Power grid:
Bar = 20 um. Pins as bars on the die edge.
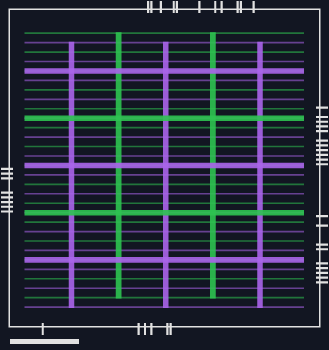
Cell classes on the final placement:
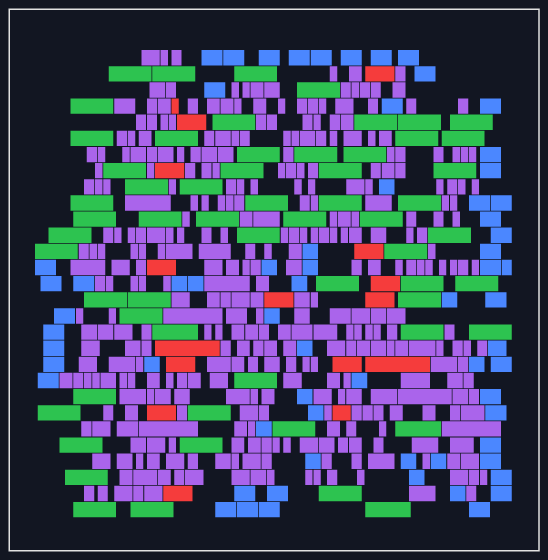
==> config.mk <==
export PLATFORM = sky130hd
export DESIGN_NAME = serial_slave_burst_if
export DESIGN_NICKNAME = d
export VERILOG_FILES = /design/src/rtl/serial_slave_burst_if.sv
export SDC_FILE = /design/constraint.sdc
export NUM_CORES = 1
export LEC_CHECK = 0
export ABC_CLOCK_PERIOD_IN_PS = 2500
export CAP_MARGIN = 20
export CORE_AREA = 4 4 85 87
export DETAILED_ROUTE_END_ITERATION = 10
export DIE_AREA = 0 0 89 91
export PLACE_DENSITY = 0.78
export SLEW_MARGIN = 5
export SYNTH_ARGS = -nofsm -noshare
export SYNTH_HDL_FRONTEND = slang
export SYNTH_SLANG_ARGS = --single-unit
export TNS_END_PERCENT = 1
==> constraint.sdc <==
create_clock -name clk -period 2.5 [get_ports clk]
set_input_delay 0.25 -clock clk [delete_from_list [all_inputs] [get_ports clk]]
set_output_delay 0.25 -clock clk [all_outputs]
set_load 0.01 [all_outputs]
==> flow_metrics.env <==
# source this file to load flow results
export IMPL_power_switching_share_pct=26.52
export IMPL_antenna_found_initial=0
export IMPL_path_clk_slew_ps=60
export IMPL_setup_viol=0
export IMPL_fp_nets=470
export IMPL_path_buffers=2
export IMPL_power_top_group="the clock network"
export IMPL_pwr_share_clk_pct=42.5
export IMPL_total_power_mw=2.436
export IMPL_dpl_hpwl_um=5910
export IMPL_pre_cts_slack_ps=-94.76
export IMPL_critPathMaxFanout=3
export IMPL_ys_area_sq_um=3465
export IMPL_met3_usage_pct=3.801
export IMPL_yosys_warnings=0
export IMPL_worst_slew_pin_slew_ps=787.8
export IMPL_fin_cells=570
export IMPL_most_common_cell="nand2_1"
export IMPL_grt_pass1_wl_um=14230
export IMPL_seq_cell_power_mw=1.00
export IMPL_comb_cells=338
export IMPL_sh_comb_area_pct=49.25
export IMPL_ys_sh_mux_pct=0.9390
export IMPL_busiest_layer="met2"
export IMPL_met1_usage_pct=29.43
export IMPL_crit_required_ps=2250
export IMPL_setup_tns_ps=0
export IMPL_r2r_cells=9
export IMPL_path_class="reg2out"
export IMPL_use_met2_pct=33.97
export IMPL_switchingPower_uw=646.0
export IMPL_tool_warnings=32
export IMPL_share_comb_of_total_power_pct=16.3
export IMPL_slew_violations=0
export IMPL_netlist_area_sq_um=3465
export IMPL_place_area_sq_um=3980
export IMPL_cts_tree="done"
export IMPL_routed_top_layer="met4"
export IMPL_ys_sh_simple_pct=27.19
export IMPL_numCtsBuffers=9
export IMPL_min_path_type="in2reg"
export IMPL_wl_met3_um=403
export IMPL_clk_latency_ps=340
export IMPL_routabilityCongestion=0.8766
export IMPL_edf_count=0
export IMPL_sh_seq_area_pct=27.75
export IMPL_cp_common_cell="o21ai_1"
export IMPL_fp_util_pct=54.56
export IMPL_yosys_area_top_type="dfxtp_1"
export IMPL_outcome="finished, final reports clean"
export IMPL_ys_sh_adder_pct=3.250
export IMPL_ctsHoldBuffers=0
export IMPL_ys_cells=444
export IMPL_dp_cells=554
export IMPL_pg_clk_mw=1.03
export IMPL_htree_levels=3
export IMPL_clkCellAreaFrac_pct=5.567
export IMPL_clock_path_buffers=2
export IMPL_largest_reg_flops=17
export IMPL_async_flop_share_pct=0
export IMPL_vias=3300
export IMPL_synth_seq_share_pct=34.09
export IMPL_timing_reg2reg_setup_slack_ps=200
export IMPL_ios=45
export IMPL_avgRoutedWirePerCell_um=14.66
export IMPL_power_leakage_nw=1.471
export IMPL_top_cells_by_area="dfxtp_1 (34%), a21oi_1 (8.2%), nand2_1 (8.0%), ha_1 (3.3%), nor2_1 (3.3%)"
export IMPL_maxCapViolCount=0
export IMPL_logic_area_sq_um=2103
export IMPL_grt_start_max_net_pins=45
export IMPL_final_period_utilization_pct=97.66
export IMPL_largest_class="logic gates"
export IMPL_viasPerCell=5.789
export IMPL_p_per_area_nw_per_um2=570.5
export IMPL_syn_area_per_cell_sq_um=7.803
export IMPL_synthDistinctLibCells=65
export IMPL_antenna_cells=0
export IMPL_crit_path_start_kind="flop"
export IMPL_p_int_mw=1.790
-- 'power grid' (at the start) --
[VDD] green
[VSS] purple
rows: 29
met5 straps: 5
met4 straps: 5
Worst IR Drop VDD: 0.3513 mV
core area: 6350 sq um

-- 'cell classes on the final placement' (at the start) --
[clock drivers and dummy loads] red | cells: 16
[other buffers and delay cells] blue | cells: 65
[flip-flops] green | cells: 59
[all other logic] purple | cells: 353
final core utilization: 67.25%
Non-Filler Cell Area, Final: 4270 sq um
row cnt: 29

Power figures rest on the tool's default switching activity, not on a simulated workload.
